Fig. 1: run 1, cell sizes after repair
Scale: 2 px per um.
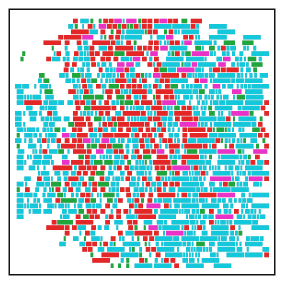
Fig. 2: run 1, metal 3
Scale: 3 px per um. Cells faint in the background.
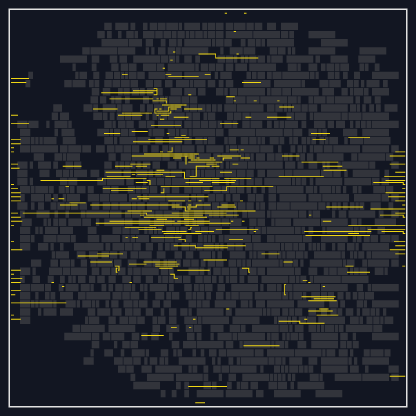
Fig. 3: run 1, signal metal coverage by tile
Scale: 3 px per um. 26 x 26 tiles, from dark purple (low) to yellow (high), scaled to the fullest tile. Values are wire area over tile area, all layers added.
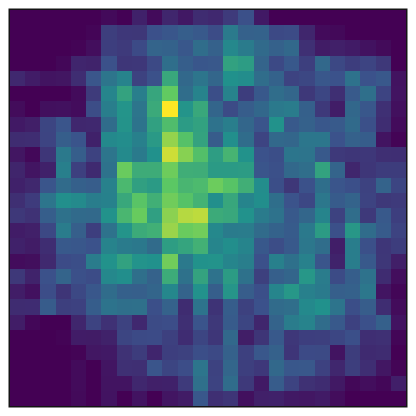
## src/rtl/freq_meas_pkg.sv

```systemverilog
// Shared types and helpers for the frequency-measurement controller.
// Pure definitions: no latency, no flow control.
package freq_meas_pkg;

  localparam int CNT_W = 24;
  localparam logic [CNT_W-1:0] SAT_COUNT = '1;

  typedef enum logic [2:0] {
    ST_IDLE,
    ST_GATE,
    ST_SETTLE,
    ST_CAPTURE,
    ST_GAP
  } state_t;

  // Widened by one bit so the magnitude can never wrap.
  function automatic logic [CNT_W:0] abs_diff(input logic [CNT_W-1:0] a,
                                              input logic [CNT_W-1:0] b);
    logic [CNT_W:0] ea;
    logic [CNT_W:0] eb;
    ea = {1'b0, a};
    eb = {1'b0, b};
    return (ea >= eb) ? (ea - eb) : (eb - ea);
  endfunction

endpackage

```

## src/rtl/freq_meas_ctrl_if.sv

```systemverilog
// Control/result bundle between the measurement controller and its user.
// Level signals plus single-cycle strobes; no backpressure.
interface freq_meas_ctrl_if;
  import freq_meas_pkg::*;

  logic             run;
  logic [CNT_W-1:0] expected;
  logic [CNT_W-1:0] tolerance;
  logic             fmeas_enable;
  logic [CNT_W-1:0] fmeas_count;
  logic [CNT_W-1:0] result;
  logic             result_valid;
  logic             in_range;
  logic             locked;
  logic             lock_lost;

  modport master (
    output run, expected, tolerance, fmeas_count,
    input  fmeas_enable, result, result_valid, in_range, locked, lock_lost
  );

  modport slave (
    input  run, expected, tolerance, fmeas_count,
    output fmeas_enable, result, result_valid, in_range, locked, lock_lost
  );
endinterface

```

## src/rtl/freq_meas_ctrl_lock_hyst.sv

```systemverilog
// Lock hysteresis: LOCK_N consecutive good samples to lock, UNLOCK_N bad to drop.
// Outputs update on the sample edge; lock_lost is a one-cycle strobe, no backpressure.
module lock_hyst #(
  parameter int unsigned LOCK_N   = 3,
  parameter int unsigned UNLOCK_N = 2
) (
  input  logic clk,
  input  logic reset,
  input  logic sample_valid,
  input  logic in_range,
  output logic locked,
  output logic lock_lost
);

  localparam logic [7:0] LOCK_MAX   = 8'(LOCK_N);
  localparam logic [7:0] UNLOCK_MAX = 8'(UNLOCK_N);

  logic [7:0] r_in_cnt;
  logic [7:0] r_out_cnt;
  logic       r_locked;
  logic       r_lock_lost;
  logic [7:0] w_in_nxt;
  logic [7:0] w_out_nxt;

  assign w_in_nxt  = (r_in_cnt  == LOCK_MAX)   ? r_in_cnt  : r_in_cnt  + 8'd1;
  assign w_out_nxt = (r_out_cnt == UNLOCK_MAX) ? r_out_cnt : r_out_cnt + 8'd1;

  always_ff @(posedge clk or negedge reset) begin
    if (!reset) begin
      r_in_cnt    <= '0;
      r_out_cnt   <= '0;
      r_locked    <= 1'b0;
      r_lock_lost <= 1'b0;
    end else begin
      r_lock_lost <= 1'b0;
      if (sample_valid) begin
        if (in_range) begin
          r_out_cnt <= '0;
          r_in_cnt  <= w_in_nxt;
          if (w_in_nxt == LOCK_MAX) r_locked <= 1'b1;
        end else begin
          r_in_cnt  <= '0;
          r_out_cnt <= w_out_nxt;
          if (w_out_nxt == UNLOCK_MAX) begin
            r_locked    <= 1'b0;
            r_lock_lost <= r_locked;
          end
        end
      end
    end
  end

  assign locked    = r_locked;
  assign lock_lost = r_lock_lost;

endmodule

```

## src/rtl/freq_meas_ctrl.sv

```systemverilog
// Sequences gate/settle/capture/gap windows for an external edge counter and judges lock.
// Result one cycle after CAPTURE; no backpressure, run low aborts an open window.
module freq_meas_ctrl
  import freq_meas_pkg::*;
#(
  parameter int unsigned GATE_CYCLES   = 10000000,
  parameter int unsigned SETTLE_CYCLES = 16,
  parameter int unsigned GAP_CYCLES    = 1000,
  parameter int unsigned LOCK_N        = 3,
  parameter int unsigned UNLOCK_N      = 2
) (
  input logic             clk,
  input logic             reset,
  freq_meas_ctrl_if.slave bus
);

  state_t           r_state;
  logic [31:0]      r_cnt;
  logic             r_fmeas_enable;
  logic [CNT_W-1:0] r_result;
  logic             r_result_valid;
  logic             r_in_range;

  logic [CNT_W:0]   w_diff;
  logic             w_in_range;
  logic             w_capture;
  logic             w_locked;
  logic             w_lock_lost;

  // A saturated counter means the test clock overran the window; never trust it.
  assign w_diff     = abs_diff(bus.fmeas_count, bus.expected);
  assign w_in_range = (w_diff <= {1'b0, bus.tolerance}) && (bus.fmeas_count != SAT_COUNT);
  assign w_capture  = (r_state == ST_CAPTURE);

  always_ff @(posedge clk or negedge reset) begin
    if (!reset) begin
      r_state        <= ST_IDLE;
      r_cnt          <= '0;
      r_fmeas_enable <= 1'b0;
      r_result       <= '0;
      r_result_valid <= 1'b0;
      r_in_range     <= 1'b0;
    end else begin
      r_result_valid <= 1'b0;
      case (r_state)
        ST_IDLE: begin
          r_cnt <= '0;
          if (bus.run) begin
            r_state        <= ST_GATE;
            r_fmeas_enable <= 1'b1;
          end
        end
        ST_GATE: begin
          if (!bus.run) begin
            r_state        <= ST_IDLE;
            r_fmeas_enable <= 1'b0;
            r_cnt          <= '0;
          end else if (r_cnt == GATE_CYCLES - 32'd1) begin
            r_state        <= ST_SETTLE;
            r_fmeas_enable <= 1'b0;
            r_cnt          <= '0;
          end else begin
            r_cnt <= r_cnt + 32'd1;
          end
        end
        ST_SETTLE: begin
          if (!bus.run) begin
            r_state <= ST_IDLE;
            r_cnt   <= '0;
          end else if (r_cnt == SETTLE_CYCLES - 32'd1) begin
            r_state <= ST_CAPTURE;
            r_cnt   <= '0;
          end else begin
            r_cnt <= r_cnt + 32'd1;
          end
        end
        ST_CAPTURE: begin
          r_result       <= bus.fmeas_count;
          r_in_range     <= w_in_range;
          r_result_valid <= 1'b1;
          r_state        <= ST_GAP;
          r_cnt          <= '0;
        end
        ST_GAP: begin
          if (r_cnt == GAP_CYCLES - 32'd1) begin
            r_cnt <= '0;
            if (bus.run) begin
              r_state        <= ST_GATE;
              r_fmeas_enable <= 1'b1;
            end else begin
              r_state <= ST_IDLE;
            end
          end else begin
            r_cnt <= r_cnt + 32'd1;
          end
        end
        default: begin
          r_state        <= ST_IDLE;
          r_fmeas_enable <= 1'b0;
          r_cnt          <= '0;
        end
      endcase
    end
  end

  lock_hyst #(
    .LOCK_N   (LOCK_N),
    .UNLOCK_N (UNLOCK_N)
  ) u_lock_hyst (
    .clk          (clk),
    .reset        (reset),
    .sample_valid (w_capture),
    .in_range     (w_in_range),
    .locked       (w_locked),
    .lock_lost    (w_lock_lost)
  );

  assign bus.fmeas_enable = r_fmeas_enable;
  assign bus.result       = r_result;
  assign bus.result_valid = r_result_valid;
  assign bus.in_range     = r_in_range;
  assign bus.locked       = w_locked;
  assign bus.lock_lost    = w_lock_lost;

endmodule
```

## src/flat_wrapper.sv

```systemverilog
// flat-port wrapper written by rule: the top's interface ports become plain ports
module freq_meas_ctrl_flat import freq_meas_pkg::*;
#(
  parameter int unsigned GATE_CYCLES   = 10000000,
  parameter int unsigned SETTLE_CYCLES = 16,
  parameter int unsigned GAP_CYCLES    = 1000,
  parameter int unsigned LOCK_N        = 3,
  parameter int unsigned UNLOCK_N      = 2
)
  (clk, reset, bus_run, bus_expected, bus_tolerance, bus_fmeas_count, bus_fmeas_enable, bus_result, bus_result_valid, bus_in_range, bus_locked, bus_lock_lost);
  freq_meas_ctrl_if bus_i ();
  input logic clk;
  input logic reset;
  input wire logic [$bits(bus_i.run)-1:0] bus_run;
  input wire logic [$bits(bus_i.expected)-1:0] bus_expected;
  input wire logic [$bits(bus_i.tolerance)-1:0] bus_tolerance;
  input wire logic [$bits(bus_i.fmeas_count)-1:0] bus_fmeas_count;
  output wire logic [$bits(bus_i.fmeas_enable)-1:0] bus_fmeas_enable;
  output wire logic [$bits(bus_i.result)-1:0] bus_result;
  output wire logic [$bits(bus_i.result_valid)-1:0] bus_result_valid;
  output wire logic [$bits(bus_i.in_range)-1:0] bus_in_range;
  output wire logic [$bits(bus_i.locked)-1:0] bus_locked;
  output wire logic [$bits(bus_i.lock_lost)-1:0] bus_lock_lost;
  assign bus_i.run = bus_run;
  assign bus_i.expected = bus_expected;
  assign bus_i.tolerance = bus_tolerance;
  assign bus_i.fmeas_count = bus_fmeas_count;
  assign bus_fmeas_enable = bus_i.fmeas_enable;
  assign bus_result = bus_i.result;
  assign bus_result_valid = bus_i.result_valid;
  assign bus_in_range = bus_i.in_range;
  assign bus_locked = bus_i.locked;
  assign bus_lock_lost = bus_i.lock_lost;
  freq_meas_ctrl #(.GATE_CYCLES(GATE_CYCLES), .SETTLE_CYCLES(SETTLE_CYCLES), .GAP_CYCLES(GAP_CYCLES), .LOCK_N(LOCK_N), .UNLOCK_N(UNLOCK_N)) u_core (.clk(clk), .reset(reset), .bus(bus_i));
endmodule
```

## config.mk

```make
export PLATFORM = sky130hd
export DESIGN_NAME = freq_meas_ctrl_flat
export DESIGN_NICKNAME = d
export VERILOG_FILES = /design/src/rtl/freq_meas_pkg.sv /design/src/rtl/freq_meas_ctrl_if.sv /design/src/rtl/freq_meas_ctrl_lock_hyst.sv /design/src/rtl/freq_meas_ctrl.sv /design/src/flat_wrapper.sv
export SDC_FILE = /design/constraint.sdc
export NUM_CORES = 1
export LEC_CHECK = 0
export CORE_MARGIN = 2
export CORE_UTILIZATION = 45
export CTS_CLUSTER_DIAMETER = 30
export DETAILED_ROUTE_END_ITERATION = 7
export PLACE_DENSITY = 0.74
export SYNTH_ARGS = -nofsm -noshare
export SYNTH_HDL_FRONTEND = slang
export SYNTH_SLANG_ARGS = --single-unit
export TNS_END_PERCENT = 100
```

## constraint.sdc

```tcl
create_clock -name clk -period 2.5 [get_ports clk]
set_input_delay 0.25 -clock clk [delete_from_list [all_inputs] [get_ports clk]]
set_output_delay 0.25 -clock clk [all_outputs]
set_load 0.1 [all_outputs]
```

==> results.toml, run 1 <==
# yosys + openroad results
[outcome]
outcome = "finished with violations"
violations = "negative setup slack"

[place]
place_area_sq_mm = 0.0102

[global_routing]
grt.busiest_layer = "met2"
grt_max_degree = 43
grt_overflow_total = 0

[power_and_ir_drop]
power_density_mw_per_mm2 = 745
peakVddDrop_v = 0.000832
power.total_w = 0.00849
powerSeq_w = 0.00198

[synthesis]
top_area_cell = "dfrtp_1"
synthTopCellsByCount = "nand2_1 (93), inv_1 (92), dfrtp_1 (80)"
mux_area_share_pct = 0.696
yosys_warnings = 0
syn_nets = 1084
top_area_share_pct = 27.2
synthSimpleGateAreaFrac_pct = 21.0
synthTopCellsByArea = "dfrtp_1 (27%), ha_1 (13%), o21ai_0 (4.8%)"
aoi_share_pct = 23.5
yosysSeqAreaShare_pct = 27.2

[layout]
largest_reg_flops = 32
mi_logic_area_sq_mm = 0.00560
comb_area_share_pct = 49.1
comb_cells = 720
flop-count = 80
dominant_cells = "logic gates"

[floorplan]
die-area_sq_mm = 0.0174
fp_util_pct = 46.2
fp.dieW_um = 132

[sta]
hold_ws_ns = 0.216
setup_violations = 19
setup_slack_ns = -1.76
tightestPinTransition_ns = 0.607
maxSlewHeadroom_pct = 59.1
period_used_pct = 170

[route]
ant_nets = 0
via_per_inst = 5.65
routed.top_layer = "met4"
drt-initial-drc-count = 775
met2WireLength_um = 12100

[worst_setup_path]
worstRegToRegCells = 9
cp-startpoint = "bus_fmeas_count[22]"
arrival_ns = 4.52
r2r_start = "u_core.r_cnt[27]$_DFF_PN0_"
start_kind = "input pin"
critPathCaptureType = "flip-flop"
crit_required_ns = 2.76

[cts]
cts.path.max_buffers = 2
clockRootBuffer = "clkbuf_16"
## Picture notes: Fig. 1
- cyan: _0 and _1 cells (cells 782; share 62%)
- red: _3 and _4 cells (cells 326; share 26%)
- green: _2 cells (cells 118; share 9.3%)
- magenta: _6 and larger (cells 41; share 3.2%)
cell area after layout: 0.0114 sq mm
post-layout worst setup margin: -1.76 ns
Signal buffers: 359
Area growth syn-to-layout: 54.8%

## Picture notes: Fig. 2
- longest straight run: 44.6 um
- wire length on this layer: 1,590 um
- share of all routed wire: 6.2%
final WL: 25,600 um
met3 Track Usage GR: 3.27%
via count: 8,373

## Picture notes: Fig. 3
- densest ninth of the die: middle
- emptiest ninth of the die: bottom left
- nearly empty tiles: 12%
GRT Util Overall: 29.6%
drt wl/cell: 17.3 um

[run 1: what timing repair did]
action	in CTS	in global routing
pin swaps	73	36
buffers inserted	64	8
resized	219	64
endpoints found under the hold margin	41	0
hold buffers	1	0
setup endpoints to repair	19	27
[run 1: critical path: stages]
cell and delay, ns:
buf_6 0.07, buf_6 0.12, inv_12 0.03, ha_4 0.25, nand4_1 0.20, or3_4 0.42, o21ai_4 0.16, o21bai_4 0.18
nor2_4 0.10, buf_6 0.14, o211a_4 0.25, nor4_4 0.29, o21ai_2 0.08, xor2_1 0.14, ha_1 0.30, nand4_1 0.07
or4_1 0.50, nor2_1 0.13, o21ai_1 0.10, o21ai_2 0.11, o21ai_4 0.16, buf_6 0.17, o21ai_4 0.16, o2bb2ai_1 0.13
==> run 2: changes to the inputs <==
PLACE_DENSITY = 0.68   (was 0.74)
SLEW_MARGIN = 0   (was default)
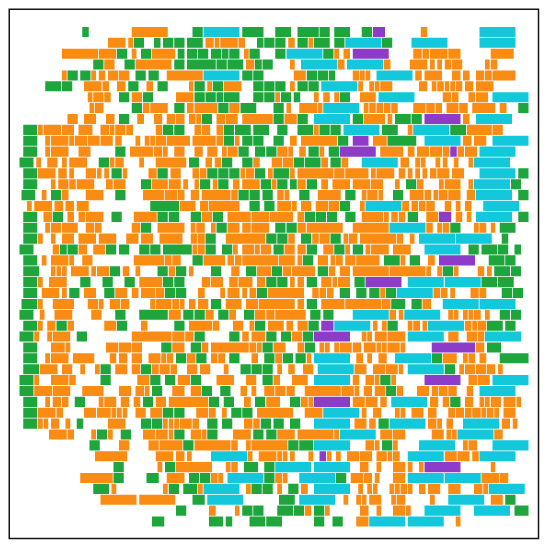
Fig. 4. Cells coloured by class (run 2).
Scale: 4 px per um.
- purple: clock drivers and dummy loads (cells 16; share of their area 2.7%)
- green: remaining buffers and delay cells (cells 370; share of their area 27%)
- cyan: sequential cells (cells 80; share of their area 18%)
- orange: combinational and other logic (cells 812; share of their area 53%)
Seq area share: 17.3%
row count: 46
Final Util: 72.4%
Core ar.: 0.0159 sq mm

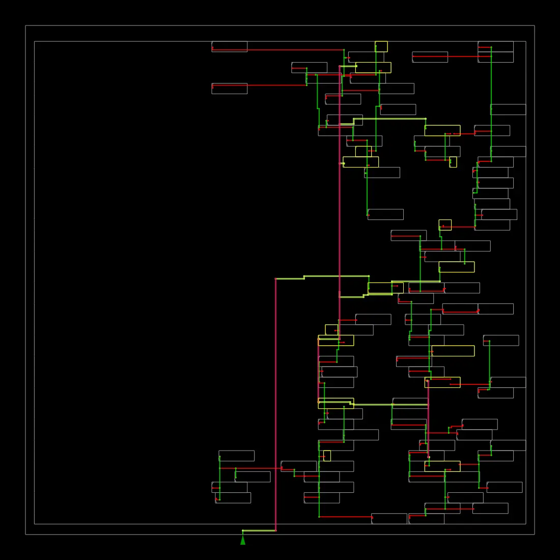
Fig. 5. Clock wiring as the flow saved it (run 2).
Seq Cell Count: 80
Clock Latency Late Sink: 0.34 ns
number of buffers created by CTS: 9
clock group power: 0.00135 W
Clock Sink Count: 80

==> run 2 against run 1 <==
- critical path type unchanged
- routed wire length grew 1.9%
- via count fell by 0.54%
- synthesized cell count unchanged
- synthesized area stayed put
- cell count is 0.81% higher
- power is 0.44% lower
- combinational power is essentially flat
- sequential power hardly changed
- cell area increased by 1.2%
- the run still ends with negative setup slack left
- register-to-register slack better by 0.04 ns
- flip-flop count did not move
- hold slack got worse by 0.030 ns
- critical endpoint is now u_core.u_lock_hyst.r_in_cnt[1]$_DFFE_PN0P_
==> results.toml, run 2 <==
# yosys + openroad results
[sta]
setup_violations = 19
setup_slack_ns = -1.99
hold_ws_ns = 0.186
period_used_pct = 180
maxSlewHeadroom_pct = 62.7

[route]
num_vias = 8328
ant_nets = 0
routed.top_layer = "met4"
via_per_inst = 5.57

[worst_setup_path]
critPathBufInv = 5
cp.depth = 24
cp_slowest_cell = "or4_1"
worstRegToRegCells = 8
start_kind = "input pin"
path_cells = "buf_8, inv_6, ha_4, buf_6, buf_6, a21oi_4, o21ai_4, a211oi_4, o21bai_4, nor2_4, mux2_4, nor4_4, o21ai_2, xor2_2, ha_1, nand4_1, or4_1, nor2_1, o21ai_1, o21ai_2, o21ai_4, buf_6, o21ai_4, a32o_1"
cpPeakStageDelay_ns = 0.51
crit_family = "AND-OR/OR-AND gates"
critPathCaptureType = "flip-flop"

[synthesis]
synthTopCellsByArea = "dfrtp_1 (27%), ha_1 (13%), o21ai_0 (4.8%)"
top_area_cell = "dfrtp_1"
syn_nets = 1084
yosys_warnings = 0
top_area_share_pct = 27.2

[layout]
syn_to_final_growth_pct = 56.6
largest_reg_flops = 32
fin_area_sq_mm = 0.0115

[cts]
cts.path.max_buffers = 2
clockRootBuffer = "clkbuf_16"

[power_and_ir_drop]
power.total_w = 0.00846
power_density_mw_per_mm2 = 733
peakVddDrop_v = 0.000754

[floorplan]
fp.dieW_um = 132
die-area_sq_mm = 0.0174
fp_util_pct = 46.2

[global_routing]
grt.busiest_layer = "met2"
grt_overflow_total = 0
grt_usage_pct = 30.0
grt_max_degree = 45

[outcome]
violations = "negative setup slack"
outcome = "finished with violations"
==> run 2: cell counts after synthesis <==
No cell type changed its count.
==> run 2: timing repair <==
action,in CTS,in global routing
pin swaps,85,21
endpoints found under the setup margin,19,21
hold buffers,1,0
buffers inserted,76,9
gates cloned,0,0
endpoints found under the hold margin,43,0
resized,255,31
==> run 2: cell families after synthesis <==
| family | Yosys count | share of synthesized area [%] |
|---|---|---|
| fa+ha+maj | 78 | 13.4 |
| flops | 80 | 27.2 |
| compound gates | 266 | 23.5 |
| buf+inv | 131 | 7.49 |
| simple gates | 314 | 21.0 |
| mux | 5 | 0.696 |
| xor+xnor | 57 | 6.78 |
==> run 2: where the power goes <==
group	switching [W]	internal, W
logic	0.00336	0.00178
registers	0.000329	0.00164
clock network	0.000565	0.000786
total	0.00426	0.00420
No activity file was given, so power comes from the tool's default toggle rates.
